--- config.mk ---
export PLATFORM = sky130hd
export DESIGN_NAME = decode_stage
export DESIGN_NICKNAME = d
export VERILOG_FILES = /design/src/rtl/decode_pkg.sv /design/src/rtl/decode_stage_field_extract.sv /design/src/rtl/decode_stage.sv
export SDC_FILE = /design/constraint.sdc
export NUM_CORES = 1
export LEC_CHECK = 0
export CORE_UTILIZATION = 52
export DETAILED_ROUTE_END_ITERATION = 10
export GPL_TIMING_DRIVEN = 0
export PLACE_DENSITY = 0.8
export SYNTH_ARGS = -nofsm -noshare
export SYNTH_HDL_FRONTEND = slang
export SYNTH_HIERARCHICAL = 1
export SYNTH_SLANG_ARGS = --single-unit
--- constraint.sdc ---
create_clock -name clk -period 3 [get_ports clk]
set_input_delay 0.6 -clock clk [delete_from_list [all_inputs] [get_ports clk]]
set_output_delay 0.6 -clock clk [all_outputs]
set_load 0.02 [all_outputs]
--- src/rtl/decode_pkg.sv ---
// Shared definitions for the instruction decode stage: default widths,
// opcode encodings, default format/legality masks and the decoded-fields
// record held by the main and skid registers.
package decode_pkg;

  localparam int INST_W_DEF = 32;
  localparam int OPC_W_DEF  = 3;
  localparam int REG_W_DEF  = 5;
  localparam int ADDR_W_DEF = INST_W_DEF - OPC_W_DEF - 2 * REG_W_DEF;

  // Opcode encodings: 0..3 register-register, 4..6 memory/address, 7 reserved
  localparam logic [OPC_W_DEF-1:0] OPC_ADD    = 3'd0;
  localparam logic [OPC_W_DEF-1:0] OPC_SUB    = 3'd1;
  localparam logic [OPC_W_DEF-1:0] OPC_AND    = 3'd2;
  localparam logic [OPC_W_DEF-1:0] OPC_OR     = 3'd3;
  localparam logic [OPC_W_DEF-1:0] OPC_LOAD   = 3'd4;
  localparam logic [OPC_W_DEF-1:0] OPC_STORE  = 3'd5;
  localparam logic [OPC_W_DEF-1:0] OPC_BRANCH = 3'd6;
  localparam logic [OPC_W_DEF-1:0] OPC_RSVD   = 3'd7;

  // Bit n set means opcode n uses the R-type layout
  localparam logic [7:0] FMT_R_MASK_DEF = (8'd1 << OPC_ADD) | (8'd1 << OPC_SUB) |
                                          (8'd1 << OPC_AND) | (8'd1 << OPC_OR);
  // Bit n set means opcode n is legal; only the reserved opcode is rejected
  localparam logic [7:0] LEGAL_MASK_DEF = ~(8'd1 << OPC_RSVD);

  // Decoded instruction as carried through the main and skid registers
  typedef struct packed {
    logic [OPC_W_DEF-1:0]  opcode;
    logic [REG_W_DEF-1:0]  reg_addr_0;
    logic [REG_W_DEF-1:0]  reg_addr_1;
    logic [REG_W_DEF-1:0]  reg_addr_2;
    logic [ADDR_W_DEF-1:0] addr;
    logic                  is_rtype;
    logic                  illegal;
  } dec_fields_t;

endpackage

--- src/rtl/decode_stage_field_extract.sv ---
// Purely combinational field slicer: splits an instruction word into its
// fields, applies R/M format masking to resolve the reg_addr_2/addr overlap,
// and flags opcodes that are not legal.
module field_extract
  import decode_pkg::*;
#(
  parameter int                    INST_W     = INST_W_DEF,
  parameter int                    OPC_W      = OPC_W_DEF,
  parameter int                    REG_W      = REG_W_DEF,
  parameter logic [2**OPC_W-1:0]   FMT_R_MASK = FMT_R_MASK_DEF,
  parameter logic [2**OPC_W-1:0]   LEGAL_MASK = LEGAL_MASK_DEF
) (
  input  logic [INST_W-1:0] inst,
  output dec_fields_t       fields
);

  localparam int ADDR_W = INST_W - OPC_W - 2 * REG_W;

  logic [OPC_W-1:0] opc_s;
  logic             is_r_s;

  assign opc_s  = inst[INST_W-1 -: OPC_W];
  assign is_r_s = FMT_R_MASK[opc_s];

  // Slice fields; format selects which of the two overlapping fields survives
  always_comb begin
    fields            = '0;
    fields.opcode     = opc_s;
    fields.reg_addr_0 = inst[INST_W-OPC_W-1 -: REG_W];
    fields.reg_addr_1 = inst[INST_W-OPC_W-REG_W-1 -: REG_W];
    fields.is_rtype   = is_r_s;
    fields.illegal    = ~LEGAL_MASK[opc_s];
    if (is_r_s) begin
      fields.reg_addr_2 = inst[ADDR_W-1 -: REG_W];
      fields.addr       = '0;
    end else begin
      fields.reg_addr_2 = '0;
      fields.addr       = inst[ADDR_W-1:0];
    end
  end

endmodule

--- src/rtl/decode_stage.sv ---
// Registered instruction decode stage with valid/ready on both sides and a
// two-entry (main + skid) buffer so in_ready comes straight from a flop.
// Optional feature macro: DECODE_STATS_EN adds inst_count (wrapping output
// transfer count) and illegal_count (saturating accepted-illegal count).
module decode_stage
  import decode_pkg::*;
#(
  parameter int                    INST_W     = INST_W_DEF,
  parameter int                    OPC_W      = OPC_W_DEF,
  parameter int                    REG_W      = REG_W_DEF,
  parameter logic [2**OPC_W-1:0]   FMT_R_MASK = FMT_R_MASK_DEF,
  parameter logic [2**OPC_W-1:0]   LEGAL_MASK = LEGAL_MASK_DEF
) (
  input  logic                                 clk,
  input  logic                                 rst,
  input  logic                                 in_valid,
  output logic                                 in_ready,
  input  logic [INST_W-1:0]                    inst,
  output logic                                 out_valid,
  input  logic                                 out_ready,
  output logic [OPC_W-1:0]                     opcode,
  output logic [REG_W-1:0]                     reg_addr_0,
  output logic [REG_W-1:0]                     reg_addr_1,
  output logic [REG_W-1:0]                     reg_addr_2,
  output logic [INST_W-OPC_W-2*REG_W-1:0]      addr,
  output logic                                 is_rtype,
  output logic                                 illegal,
`ifdef DECODE_STATS_EN
  output logic [31:0]                          inst_count,
  output logic [15:0]                          illegal_count,
`endif
  output logic                                 err
);

  typedef enum logic [1:0] {
    ST_EMPTY = 2'd0,
    ST_FULL  = 2'd1,
    ST_SKID  = 2'd2
  } state_t;

  state_t      state_r;
  dec_fields_t main_r;
  dec_fields_t skid_r;
  dec_fields_t fields_s;
  logic        in_ready_r;
  logic        out_valid_r;
  logic        err_r;
  logic        in_xfer_s;
  logic        out_xfer_s;

  field_extract #(
    .INST_W     (INST_W),
    .OPC_W      (OPC_W),
    .REG_W      (REG_W),
    .FMT_R_MASK (FMT_R_MASK),
    .LEGAL_MASK (LEGAL_MASK)
  ) u_field_extract (
    .inst   (inst),
    .fields (fields_s)
  );

  assign in_xfer_s  = in_valid & in_ready_r;
  assign out_xfer_s = out_valid_r & out_ready;

  // Buffer state machine: main register drives outputs, skid absorbs one stall
  always_ff @(posedge clk or posedge rst) begin
    if (rst) begin
      state_r     <= ST_EMPTY;
      main_r      <= '0;
      skid_r      <= '0;
      in_ready_r  <= 1'b1;
      out_valid_r <= 1'b0;
    end else begin
      case (state_r)
        ST_EMPTY: begin
          if (in_xfer_s) begin
            main_r      <= fields_s;
            state_r     <= ST_FULL;
            out_valid_r <= 1'b1;
            in_ready_r  <= 1'b1;
          end
        end
        ST_FULL: begin
          if (in_xfer_s && out_xfer_s) begin
            main_r <= fields_s;
          end else if (in_xfer_s) begin
            skid_r     <= fields_s;
            state_r    <= ST_SKID;
            in_ready_r <= 1'b0;
          end else if (out_xfer_s) begin
            state_r     <= ST_EMPTY;
            out_valid_r <= 1'b0;
          end
        end
        ST_SKID: begin
          if (out_xfer_s) begin
            main_r     <= skid_r;
            state_r    <= ST_FULL;
            in_ready_r <= 1'b1;
          end
        end
        default: begin
          state_r     <= ST_EMPTY;
          in_ready_r  <= 1'b1;
          out_valid_r <= 1'b0;
        end
      endcase
    end
  end

  // Sticky error: any accepted illegal instruction, cleared only by reset
  always_ff @(posedge clk or posedge rst) begin
    if (rst) begin
      err_r <= 1'b0;
    end else if (in_xfer_s && fields_s.illegal) begin
      err_r <= 1'b1;
    end
  end

`ifdef DECODE_STATS_EN
  logic [31:0] inst_count_r;
  logic [15:0] illegal_count_r;

  // Output transfer counter, wraps naturally at 2**32
  always_ff @(posedge clk or posedge rst) begin
    if (rst) begin
      inst_count_r <= 32'd0;
    end else if (out_xfer_s) begin
      inst_count_r <= inst_count_r + 32'd1;
    end
  end

  // Accepted-illegal counter, holds at all-ones
  always_ff @(posedge clk or posedge rst) begin
    if (rst) begin
      illegal_count_r <= 16'd0;
    end else if (in_xfer_s && fields_s.illegal && (illegal_count_r != 16'hFFFF)) begin
      illegal_count_r <= illegal_count_r + 16'd1;
    end
  end

  assign inst_count    = inst_count_r;
  assign illegal_count = illegal_count_r;
`endif

  assign in_ready   = in_ready_r;
  assign out_valid  = out_valid_r;
  assign opcode     = main_r.opcode;
  assign reg_addr_0 = main_r.reg_addr_0;
  assign reg_addr_1 = main_r.reg_addr_1;
  assign reg_addr_2 = main_r.reg_addr_2;
  assign addr       = main_r.addr;
  assign is_rtype   = main_r.is_rtype;
  assign illegal    = main_r.illegal;
  assign err        = err_r;

endmodule

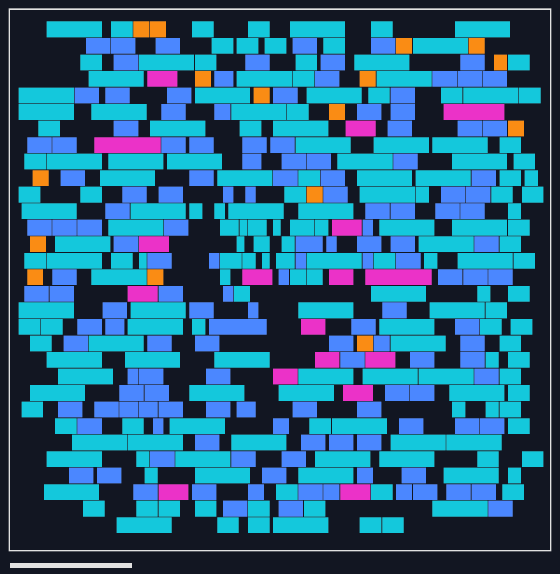
Fig. 1. Cell sizes after repair (run 1).
The bar under the picture is 20 microns long.
size	colour	cells	share	most used
_3 and _4 cells	orange	16	4.5%	buf_4
_6 and larger	magenta	17	4.7%	clkbuf_8
_2 cells	blue	144	40%	mux2_2
_0 and _1 cells	cyan	181	51%	dfrtp_1

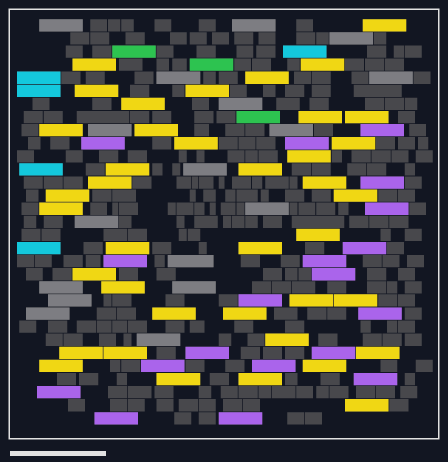
Fig. 2. Sequential cells grouped by signal name (run 1).
The bar under the picture is 20 microns long. Other sequential cells in the stronger grey, the rest of the logic in the fainter grey.
signal	colour	flops
skid_r	yellow	39
addr	purple	19
opcode	green	3
reg_addr_1	cyan	5
not coloured	17

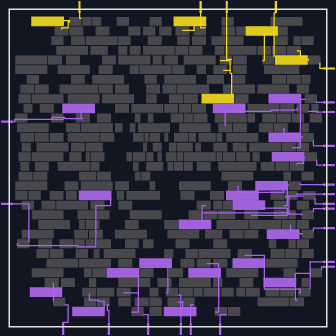
Fig. 3. Nets reached from selected ports (run 1).
port	colour	bits	direction	edge	end cells	buffers	wire
addr	purple	19	output	11 east, 6 south, 2 west	19	19	435 microns
reg_addr_0	yellow	5	output	4 north, 1 east	5	5	87.3 microns

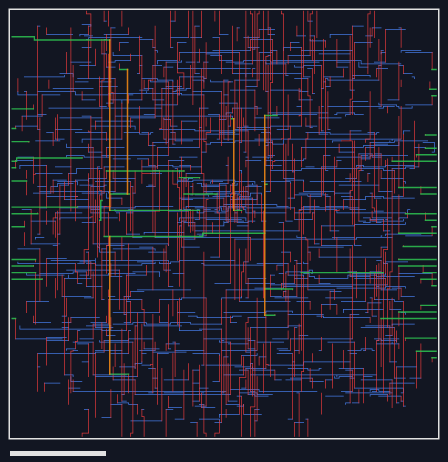
Fig. 4. Signal wires by layer (run 1).
The bar under the picture is 20 microns long.
layer	colour	wire length
metal 1	blue	3200 microns
metal 2	red	3570 microns
metal 4	orange	150 microns
metal 3	green	324 microns

[run 1: registers in the layout, indices dropped and copies added, names as in the netlist]
register and cells:
illegal 1, in_ready 1, is_rtype 1, reg_addr_1 5
opcode 3, err 1, out_valid 1, reg_addr_0 5
addr 19, state_r 2, reg_addr_2 5, skid_r 39
[run 1: final timing paths]
path | slack (ps) | cells past startpoint | startpoint | endpoint
setup reg to reg | 1200 | 5 | in_ready$_DFFE_PP1P_ | reg_addr_2[3]$_DFFE_PP0P_
hold reg to reg | 480 | 1 | err$_DFFE_PP0P_ | err$_DFFE_PP0P_
min in group asynchronous | 590 | 2 | rst | skid_r[33]$_DFFE_PP0P_
max in group asynchronous | 1750 | 3 | rst | in_ready$_DFFE_PP1P_
setup / recovery | 810 | 1 | in_ready$_DFFE_PP1P_ | in_ready
hold / removal | 480 | 1 | err$_DFFE_PP0P_ | err$_DFFE_PP0P_
[run 1: worst register-to-register path, stage by stage, from the launching register on]
cell      delay (ps)
dfstp_2          620
nand4_1          140
o211ai_2         220
buf_6            190
buf_6            170
mux2_2           350
[run 1: synth_stat cells (2+ instances only)]
library cell and number:
buf_6 4, inv_1 3, buf_4 14, and2_2 6, and2b_2 5, and2_1 14, o21ai_0 2, dfrtp_1 82
nand2_1 2, a21boi_0 3, mux2_2 117, buf_2 10
[run 1: cell families after synthesis]
group                  count (synthesis)  share of synthesized area (%)
and+or+nand+nor                       34                          6.027
AOI/OAI and AO/OA                     10                          2.041
buffers and inverters                 31                          5.389
muxes                                117                          33.58
DFF                                   83                          52.97
[run 1: layout make-up]
class | count | area share [%]
plain buffers | 28 | 4.033
repair buffers | 68 | 14.07
multi-input cells | 161 | 32.92
well taps | 99 | 2.496
flip-flops and latches | 83 | 41.87
inverters | 3 | 0.2773
clock buffers | 10 | 2.773
clock inverters | 5 | 1.563
[run 1: power breakdown]
group | switching [mW] | internal [mW] | leakage, nW
combinational | 0.490 | 0.662 | 1.13
sequential | 0.155 | 1.44 | 1.10
clock | 0.384 | 0.484 | 0.108
total | 1.03 | 2.58 | 2.34
[run 1: metal layers]
| layer | vias to the layer above | track usage (%) | wire [microns] |
|---|---|---|---|
| met5 | - | 0 | 0 |
| met4 | 0 | 9.824 | 150 |
| met2 | 63 | 32.52 | 3573 |
| met1 | 1227 | 26.51 | 3197 |
| met3 | 13 | 3.731 | 324 |
| li1 | 1114 | - | - |
[run 1: per-stage QoR]
| step | cell area, sq um | setup TNS, ps | hold WS [ps] | total power, mW | std cells |
|---|---|---|---|---|---|
| 2_1_floorplan | 3924 | 0 | 475.4 | 2.210 | 275 |
| 3_3_place_gp | 4718 | -89360 | 452.6 | 2.737 | 441 |
| 3_5_place_dp | 4748 | 0 | 466.9 | 2.778 | 442 |
| 4_1_cts | 4964 | 0 | 467.7 | 3.661 | 457 |
| 5_1_grt | 4964 | 0 | 473.3 | 3.796 | 457 |
| 6_report | 4964 | 0 | 481.5 | 3.611 | 457 |
==> job_summary.md, run 1 <==
## Implementation flow summary

| Metric | Value |
|---|---|
| Fin crit share | 73.00% |
| Chip area | 0.007897 sq mm |
| Top cells by area | dfrtp_1 52%, mux2_2 34%, buf_4 2.7%, and2_1 2.2%, buf_2 1.3% |
| Hold buffers post-CTS | 0 |
| Synth area leader | dfrtp_1 |
| Pin count of the biggest net entering global routing | around 56 |
| Final Hold Viols | 0 |
| Max-Cap Viols | 0 |
| CTS clk-pin slew, worst paths | 80 ps |
| Placer Congestion | 0.8362 |
| WL/cell | 15.85 microns |
| Rows | 31 |
| # DRC | 0 |
| Slowest cell on the critical path | clkdlybuf4s50_1 |
| GRT overflow | 0 |
| Vias | ~2400 |
| IO Count | roughly 80 |
| Worst-margin pin slew | 421.3 ps |
| H-tree Lvls | 3 |
| Syn. warnings | 6 |
| Critical path endpoint category | primary output |
| Startpoint types | register |
| Ant diodes | 0 |
| Cell family with most CP delay | buffers and inverters |
| IO Port Bufs | 67 |
| Drt pass-1 iters | 4 |
| Placement Setup Slack | 569.9 ps |
| Post-synth top flop | dfrtp_1 |
| Worst vdd ir | 0.0005016 V |
| Floorplan Nets | 311 |
| Netlist cell types | 25 |
| Avg Inst Size Synth | around 14 sq um |
| Total GRT Usage | 20.22% |
| Core area | between 0.007 and 0.008 sq mm |
| Initial antenna violation count | 0 |
| Floorplan Utilization | 53.81% |
| Status | complete, no violations |
| Post-Route WL | 7.245 mm |
| Resize count post-CTS | 0 |
| Post-CTS setup buffers | 0 |
| CTS Buf Count | 9 |
| Cell Area, Synth | 0.003924 sq mm |
| EDFF count, synth | 0 |
| Most used logic cell in the final layout | mux2_2 |
| Register bit total from synthesis | 83 |
| Buf/Inv on CP | 1 |
| Most frequent cells in the layout | 117 x mux2_2, 82 x dfrtp_1, 67 x clkdlybuf4s50_1, 14 x and2_1, 14 x buf_4 |
| Post-layout minimum cycle time | ~2200 ps |
| Area reported by Yosys stat | 0.003924 sq mm |
| Antenna Violating Nets Remaining | 0 |
| Pwr dens | 727.4 mW/mm^2 |
| CP Data Required Time | 2400 ps |
| RSZ-0062 raised after global routing | false |
| Register area | 0.002078 sq mm |
| Layout area overhead | 26.50% |
| Clock Skew | between 10 and 15 ps |
| HPWL Detailed | 4.918 mm |
| Crit Path Max Fanout | 8 |
| Deepest clock path buffer count | 2 |
| Peak Freq | 456.6 MHz |
| Min-Delay Path Class | register to register |
| Final tally of max-slew violations | 0 |
| Die height | 88.87 microns |
| Synth Instances | 275 |
| Vias in the first global route | approximately 2500 |
| Yosys cell count | between 200 and 300 |
| CP peak stage delay | 630 ps |
| First-pass GRT wire length | between 10 and 15 mm |
| Initial DRC Count | around 95 |
| Setup CP Type | register to primary output |
| Leakage | 2.341 nW |
| Cell chain of the critical path | clkdlybuf4s50_1 |
| Clk ins delay skew pair | 350 ps |
| Root buf cell | clkbuf_8 |
| Top cell area share | 52.30% |
| Share of layout cells above drive strength 1 | around 50% |
| Count of tool warnings | 26 |
==> run 2, diff against run 1 <==
Clock period 3 ns to 2.1 ns, I/O delays scaled along.
==> job_summary.md, run 2 <==
## Implementation flow summary

| Metric | Value |
|---|---|
| Yosys cell count | about 280 |
| Smallest hold slack | 312.8 ps |
| Antenna Violating Nets Remaining | 0 |
| GR Util met3 | 4.851% |
| GRT overflow | 0 |
| Min-Delay Path Class | primary input to register |
| Startpoint types | register |
| Aoi share | 2.041% |
| Worst hold start | inst[22] |
| Vias in the first global route | 2418 |
| Floorplan Utilization | between 50% and 60% |
| HPWL Detailed | 5.306 mm |
| IO Port Bufs | between 60 and 70 |
| Initial antenna violation count | 0 |
| Resize count post-CTS | 0 |
| Clock Skew | 7.986 ps |
| Post-Route WL | ~7.5 mm |
| Cell count along the critical path | 1 |
| Area reported by Yosys stat | 0.003924 sq mm |
| Slowest cell on the critical path | clkdlybuf4s50_1 |
| Most used logic cell in the final layout | mux2_2 |
| Met2 usage | 33.99% |
| Crit path launch | in_ready$_DFFE_PP1P_ |
| Rows | 31 |
| Top non-seq family | multiplexers |
| Share of layout cells above drive strength 1 | 49.17% |
| Buf/Inv on CP | 1 |
| Die height | 88.87 microns |
| Total GRT Usage | 20.70% |
| Max-Cap Viols | 0 |
| Fin crit share | 94.53% |
| Worst vdd ir | 0.0007683 V |
| CTS clk-pin slew, worst paths | 80 ps |
| AND/OR/NAND/NOR Cells, Area Fraction | about 6% |
| Syn. warnings | 6 |
| Most frequent cells in the layout | 117 x mux2_2, 82 x dfrtp_1, 67 x clkdlybuf4s50_1, 14 x and2_1, 14 x buf_4 |
| Yosys adder share | 0% |
| RSZ-0062 raised after global routing | false |
| Floorplan Nets | roughly 310 |
| Setup CP Type | register to primary output |
| Pwr dens | 1077 mW/mm^2 |
| CP Data Required Time | about 1700 ps |
| Post-synth top flop | dfrtp_1 |
| Mux share of post-synthesis cell area | between 30% and 40% |
| Hold buffers post-CTS | 0 |
| Status | complete, no violations |
| Initial DRC Count | 118 |
| Crit Reg-Reg Endpoint | reg_addr_2[0]$_DFFE_PP0P_ |
[run 2: netlist changes by cell type in the layout (fill, tap and decap cells not counted)]
cell       previous run  this run
buf_12                0         2
buf_16                1         0
bufinv_16             2         4
clkbuf_1              0         2
clkbuf_8             10         9
clkinv_2              2         1
inv_4                 1         0
[run 2: report_power, final]
part           leakage [nW]  internal, mW  switching (mW)
clock                 0.128         0.910           0.559
sequential             1.10          2.05           0.226
combinational          1.13         0.949           0.708
total                  2.36          3.91            1.49
[run 2: worst min-delay path by stage]
stage / to / slack (ps) / depth (start not counted)
floorplan: skid_r[0]$_DFFE_PP0P_ / 480 / 1
CTS: skid_r[29]$_DFFE_PP0P_ / 290 / 2
global placement: err$_DFFE_PP0P_ / 460 / 1
finish: skid_r[29]$_DFFE_PP0P_ / 310 / 2
global route: skid_r[29]$_DFFE_PP0P_ / 300 / 2
detailed placement: err$_DFFE_PP0P_ / 460 / 1
[run 2: cells by family after synthesis]
logic type             Yosys count
multiplexers                   117
flip-flops                      83
AND/OR/NAND/NOR                 34
buffers and inverters           31
AND-OR/OR-AND                   10
[run 2: through the flow]
stage / instance area [sq um] / setup WS (ps) / instances
final: 5019 / 114.9 / 459
after global placement: 4722 / -229.8 / 441
after floorplan: 3928 / 421.5 / 275
after detailed placement: 4762 / -132.5 / 443
after global routing: 5019 / 62.59 / 459
after CTS: 5019 / 86.79 / 459
[run 2: routing by layer]
| metal | wire length (microns) | share of wire, % |
|---|---|---|
| met5 | 0 | 0 |
| met3 | 325 | 4.3 |
| met1 | 3304 | 44 |
| met2 | 3787 | 51 |
| met4 | 74 | 0.99 |
[run 2: layout make-up]
class	instances	area share (%)
inverters	3	0.2992
clock buffers	11	2.618
plain buffers	28	3.989
repair buffers	69	14.16
flip-flops and latches	83	41.41
clock inverters	5	2.493
multi-input cells	161	32.56
well taps	99	2.468
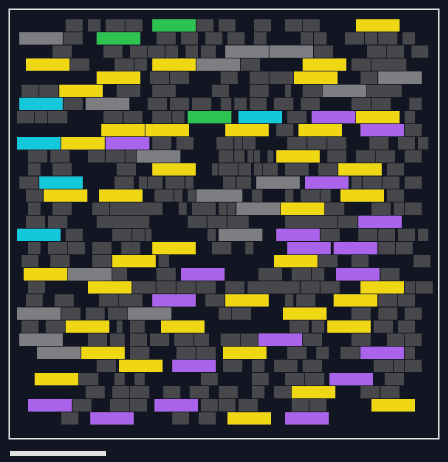
Fig. 5. Sequential cells grouped by signal name (run 2).
The bar under the picture is 20 microns long. Other sequential cells in the stronger grey, the rest of the logic in the fainter grey.
signal	colour	flops
addr	purple	19
opcode	green	3
skid_r	yellow	39
reg_addr_1	cyan	5
not coloured	17

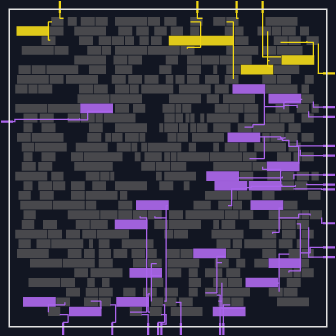
Fig. 6. Nets reached from selected ports (run 2).
port	colour	bits	direction	edge	end cells	buffers	wire
addr	purple	19	output	10 east, 8 south, 1 west	19	19	461 microns
reg_addr_0	yellow	5	output	4 north, 1 east	5	5	101 microns

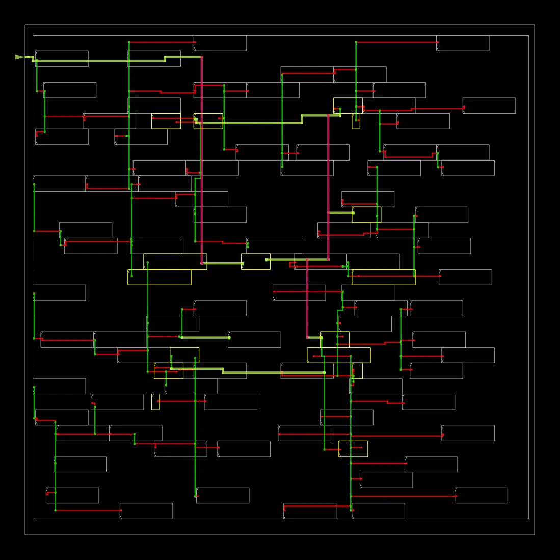
Fig. 7. The clock network (run 2).
clk ins delay skew pair: 340 ps
Layout clock buffers: 11
clk pwr: 1.47 mW
CTS Buf Count: 9

Power is estimated from default activity; no workload was simulated.
